File: config.mk
export PLATFORM = sky130hd
export DESIGN_NAME = mic_record_ctrl
export DESIGN_NICKNAME = d
export VERILOG_FILES = /design/src/rtl/mic_record_ctrl.sv
export SDC_FILE = /design/constraint.sdc
export NUM_CORES = 1
export LEC_CHECK = 0
export CAP_MARGIN = 20
export CORE_MARGIN = 3
export CORE_UTILIZATION = 50
export CTS_CLUSTER_SIZE = 12
export DETAILED_ROUTE_END_ITERATION = 7
export PLACE_DENSITY = 0.81
export REMOVE_ABC_BUFFERS = 1
export SETUP_SLACK_MARGIN = 0.15
export SLEW_MARGIN = 20
export SYNTH_ARGS = -nofsm -noshare
export SYNTH_HDL_FRONTEND = slang
export SYNTH_SLANG_ARGS = --single-unit
export TNS_END_PERCENT = 50
File: constraint.sdc
create_clock -name clk_i -period 7.61 [get_ports clk_i]
set_input_delay 1.522 -clock clk_i [delete_from_list [all_inputs] [get_ports clk_i]]
set_output_delay 1.522 -clock clk_i [all_outputs]
set_load 0.005 [all_outputs]
File: src/rtl/mic_record_ctrl.sv
// Microphone capture sequencer: arms on command, triggers on sample magnitude,
// decimates and writes a bounded run of samples into an external sample RAM.
module mic_record_ctrl #(
   parameter int unsigned ADDR_W = 14
) (
   input  logic              clk_i,
   input  logic              rst_n_i,
   input  logic              fs_i,
   input  logic [15:0]       data_i,
   input  logic              start_i,
   input  logic              stop_i,
   input  logic [ADDR_W-1:0] length_i,
   input  logic [15:0]       thresh_i,
   input  logic [3:0]        decim_i,
   output logic              mem_we_o,
   output logic [ADDR_W-1:0] mem_addr_o,
   output logic [15:0]       mem_data_o,
   output logic              busy_o,
   output logic              done_o,
   output logic [1:0]        state_o,
   output logic [ADDR_W:0]   count_o
);

   typedef enum logic [1:0] {
      S_IDLE   = 2'd0,
      S_ARMED  = 2'd1,
      S_RECORD = 2'd2,
      S_DONE   = 2'd3
   } state_t;

   state_t            state;
   logic              fs_q;
   logic [ADDR_W-1:0] length_l;
   logic [15:0]       thresh_l;
   logic [3:0]        decim_l;
   logic [3:0]        phase;
   logic              stb;
   logic              trig;
   logic              last;
   logic [15:0]       mag;

   assign stb     = fs_i & ~fs_q;
   // Two's-complement magnitude; -32768 maps to 32768 in unsigned 16 bits.
   assign mag     = data_i[15] ? (~data_i + 16'd1) : data_i;
   assign trig    = (mag >= thresh_l);
   assign last    = (count_o == {1'b0, length_l});
   assign state_o = state;

   always_ff @(posedge clk_i or negedge rst_n_i) begin
      if (!rst_n_i) begin
         state      <= S_IDLE;
         fs_q       <= 1'b0;
         length_l   <= '0;
         thresh_l   <= '0;
         decim_l    <= '0;
         phase      <= '0;
         mem_we_o   <= 1'b0;
         mem_addr_o <= '0;
         mem_data_o <= '0;
         count_o    <= '0;
         busy_o     <= 1'b0;
         done_o     <= 1'b0;
      end else begin
         fs_q     <= fs_i;
         mem_we_o <= 1'b0;
         case (state)
            S_IDLE, S_DONE: begin
               // A simultaneous stop suppresses the start.
               if (start_i && !stop_i) begin
                  state    <= S_ARMED;
                  busy_o   <= 1'b1;
                  done_o   <= 1'b0;
                  length_l <= length_i;
                  thresh_l <= thresh_i;
                  decim_l  <= decim_i;
                  count_o  <= '0;
                  phase    <= '0;
               end
            end
            S_ARMED: begin
               if (stop_i) begin
                  state  <= S_DONE;
                  busy_o <= 1'b0;
                  done_o <= 1'b1;
               end else if (stb && trig) begin
                  mem_we_o   <= 1'b1;
                  mem_addr_o <= count_o[ADDR_W-1:0];
                  mem_data_o <= data_i;
                  count_o    <= count_o + 1'b1;
                  phase      <= (decim_l != 4'd0) ? 4'd1 : 4'd0;
                  if (last) begin
                     state  <= S_DONE;
                     busy_o <= 1'b0;
                     done_o <= 1'b1;
                  end else begin
                     state  <= S_RECORD;
                  end
               end
            end
            S_RECORD: begin
               if (stop_i) begin
                  state  <= S_DONE;
                  busy_o <= 1'b0;
                  done_o <= 1'b1;
               end else if (stb) begin
                  if (phase == 4'd0) begin
                     mem_we_o   <= 1'b1;
                     mem_addr_o <= count_o[ADDR_W-1:0];
                     mem_data_o <= data_i;
                     count_o    <= count_o + 1'b1;
                     if (last) begin
                        state  <= S_DONE;
                        busy_o <= 1'b0;
                        done_o <= 1'b1;
                     end
                  end
                  phase <= (phase == decim_l) ? 4'd0 : phase + 4'd1;
               end
            end
         endcase
      end
   end

endmodule

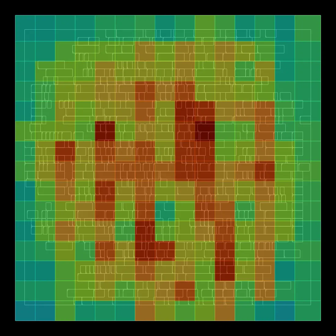
*Routing congestion map*
met3 Track Usage GR: 3.735%
busiest grt layer: met2
Final Util: 66.31%
GR Util met2: 36.25%

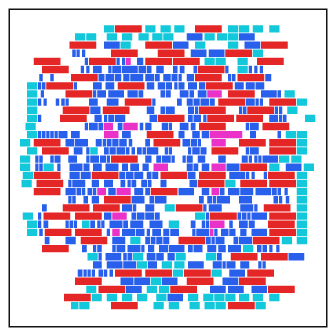
*Cell classes on the final placement*
Key: clock drivers and dummy loads = magenta [cells 16]; other buffers and delay cells = cyan [cells 106]; flip-flops = red [cells 89]; all other logic = blue [cells 378]

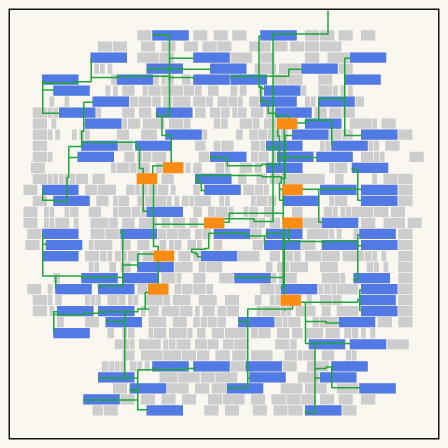
*Routed clock nets over the placement*
Key: flip-flops = blue [count 89]; cells driving clock nets = orange [count 9]; clock wires = green [length 1070 um]
Position of the flops: spread over the die.

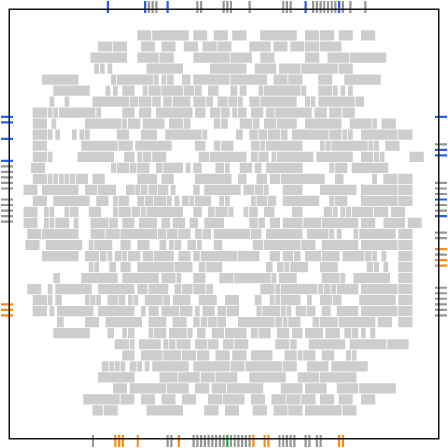
*Pin placement*
Pins as bars across the die edge, other pins in grey.
Key: length_i = blue [pins 14, direction input, edge 5 top, 5 right, 4 left]; thresh_i = orange [pins 16, direction input, edge 10 bottom, 3 right, 3 left]; fs_i = green [pins 1, direction input, edge bottom]
All pins by edge: 38 bottom, 27 top, 23 right, 17 left.

==> impl_metrics.yaml <==
# generated from flow reports
synth:
  synthSimpleGateAreaFrac_pct: 15.96
  synth_chip_area_sq_um: 4956
  xor_area_share_pct: 5.478
  ys_seq_share_pct: 44.94
  synth_cell_types: 57
  syn_inst: 493
  async_flop_share_pct: 100.0
  ys.warnings.count: 0
  synthFlopType: "dfrtp_1"
  mux_area_share_pct: 9.922
  synth_flops: 89
  netlist_area_sq_um: 4956
  synthTopLogicFamily: "simple AND/OR/NAND/NOR gates"
  synth.avg_cell_area_sq_um: 10.05
  fa_ha_area_share_pct: 5.554
power_and_ir_drop:
  vdd_drop_max_v: 0.0002095
  p_clk_share_pct: 16.1
  swShare_pct: 38.48
  power_density_nw_per_um2: 326.5
  power_leader: "combinational cells"
  power_switching_w: 0.0007845
  internal_power_w: 0.001254
  combPwrFrac_pct: 47.6
  power_clock_w: 0.000328
  seq_power_w: 0.000740
  leakage_nw: 2.813
global_route:
  use_met1_pct: 29.62
  grt_max_degree: 56
  grt-ovfl-total: 0
  grt_pass1_wl_um: 20160
  antenna_found_initial: 0
  grt.total_usage_pct: 22.15
  grt_pass1_vias: 4114
setup_path:
  cpPeakStageDelay_ns: 0.74
  crit_required_ns: 7.85
  worst-path-buf-inv: 1
  crit_end: "mem_data_o[14]"
  setup.worst_path.start: "data_i[5]"
  r2r_start: "state_o[0]"
  r2r_end: "count_o[11]"
  start_kind: "input port"
  worstPathCellList: "clkdlybuf4s50_1 > or4_1 > nor4_1 > nand2b_1 > or2_1 > o41ai_1 > xnor2_1 > ha_1 > nand4_2 > nor3_2 > o2111ai_2 > and4_4 > or4_4 > mux2_4"
  critPathTopFamily: "simple AND/OR/NAND/NOR gates"
  cp_slowest_cell: "or4_4"
  crit_cells: 14
  arrival_ns: 6.25
  r2r_setup_slack_ns: 4.58
  cp_max_fo: 30
final_layout:
  largest_class: "combinational gates"
  buffers: 106
  clk_share_pct: 3.126
  lay_top_count: "clkdlybuf4s50_1"
  buffer_area_share_pct: 16.87
  ff_count: 89
  n_all_inverters: 28
  antenna_cells: 0
  logic_area_sq_um: 2501
  reg.largest.list: "mem_data_o x16, thresh_l x16, count_o x15"
  clkbuf_count: 10
  finalNetCount: 661
  comb_share_pct: 40.06
  drive_above_1_share_pct: 9.677
  area_delta_synth_final_pct: 25.98
  comb_cells: 350
  seq_area_sq_um: 2227
  lay_top_cells: "103 x clkdlybuf4s50_1, 90 x nand2_1, 89 x dfrtp_1"
floorplanning:
  pin_count: 105
  initial_core_util_pct: 52.64
  die_h_um: 105.6
  core_sq_um: 9415
  die_w_um: 105.6
  tapCellCount: 129
cts:
  path_clk_slew_ns: 0.09
  clk_path_buf_depth: 2
  clk_latency_ns: 0.35
  cts_sinks: 89
  cts_max_level: 3
  cts_setup_buffers: 0
  cts_tree: "yes"
  clockRootBuffer: "clkbuf_8"
  postCtsHoldBufs: 0
drt:
  vias: 4070
  wl_met2_um: 5981
  wl_um: 12300
  post_drt_wl_per_cell_um: 17.13
  top_layer: "met4"
  antenna_left: 0
  firstDrtPassIters: 7
  wl_met3_um: 649
  route.detailed.drc: 0
sta:
  fmax_mhz: 166.2
  hold_violations: 0
  relSlewSlack_pct: 36.35
  setup_viol_count_final: 0
  rsz0062_at_grt: "false"
  layout_worst_path_cycle_share_pct: 79.07
  period_needed_ns: 6.017
  setup_tns_ns: 0
  finClkSkew_ns: 0.01743
hold_path:
  hp-class: "reg2reg"
  min_from: "length_l[6]"
  holdPathStages: 2
outcome:
  run_status: "complete, no violations"
place:
  portBuffers: 104
  globalplace.congestion: 0.8337
  dp_hpwl_um: 8825
  pre_cts_slack_ns: 1.251
run:
  drv_cap: 0
  tool_warnings: 27
-- synthesized netlist by cell type, drive strengths merged, types with 2 or more instances --
| cell type | instances | area (sq um) |
|---|---|---|
| a22o | 2 | 17.52 |
| inv | 27 | 101.4 |
| o31ai | 16 | 120.1 |
| or2 | 2 | 12.52 |
| xor2 | 14 | 122.6 |
| a31oi | 7 | 43.79 |
| o211ai | 4 | 30.03 |
| and4 | 3 | 28.78 |
| o41ai | 10 | 87.58 |
| clkbuf | 22 | 82.58 |
| and3 | 3 | 18.77 |
| nor2 | 12 | 45.04 |
| nor3 | 7 | 40.04 |
| nor4 | 7 | 43.79 |
| nand3 | 11 | 55.05 |
| or3 | 2 | 12.51 |
| nand2 | 90 | 337.8 |
| o21ai | 31 | 155.2 |
| nand4 | 8 | 56.30 |
| mux2 | 31 | 461.7 |
| a21oi | 9 | 45.04 |
| o221ai | 2 | 17.52 |
| dfrtp | 89 | 2227 |
| xnor2 | 17 | 148.9 |
| buf | 4 | 45.04 |
| mux2i | 3 | 30.03 |
| o21a | 2 | 15.01 |
| nor2b | 2 | 12.51 |
| nand2b | 10 | 62.56 |
| ha | 22 | 275.3 |
| or4 | 4 | 33.78 |
-- per-stage QoR --
step	cells	hold WS, ns	total power (W)	instance area [sq um]	utilization [%]
3_5_place_dp	702	0.4849	0.001709	6048	64.24
4_1_cts	718	0.5062	0.002042	6243	66.31
6_report	718	0.5031	0.002039	6243	66.31
5_1_grt	718	0.5255	0.002173	6243	66.31
2_1_floorplan	467	0.4497	0.001345	4828	-
3_3_place_gp	702	0.4687	0.001664	6048	64.24
-- worst min-delay path: cells and delay by family (launching register included) --
family,cells,cell delay (ns)
AND/OR/NAND/NOR,2,0.11
flip-flops,1,0.36
No activity file was given, so power comes from the tool's default toggle rates.
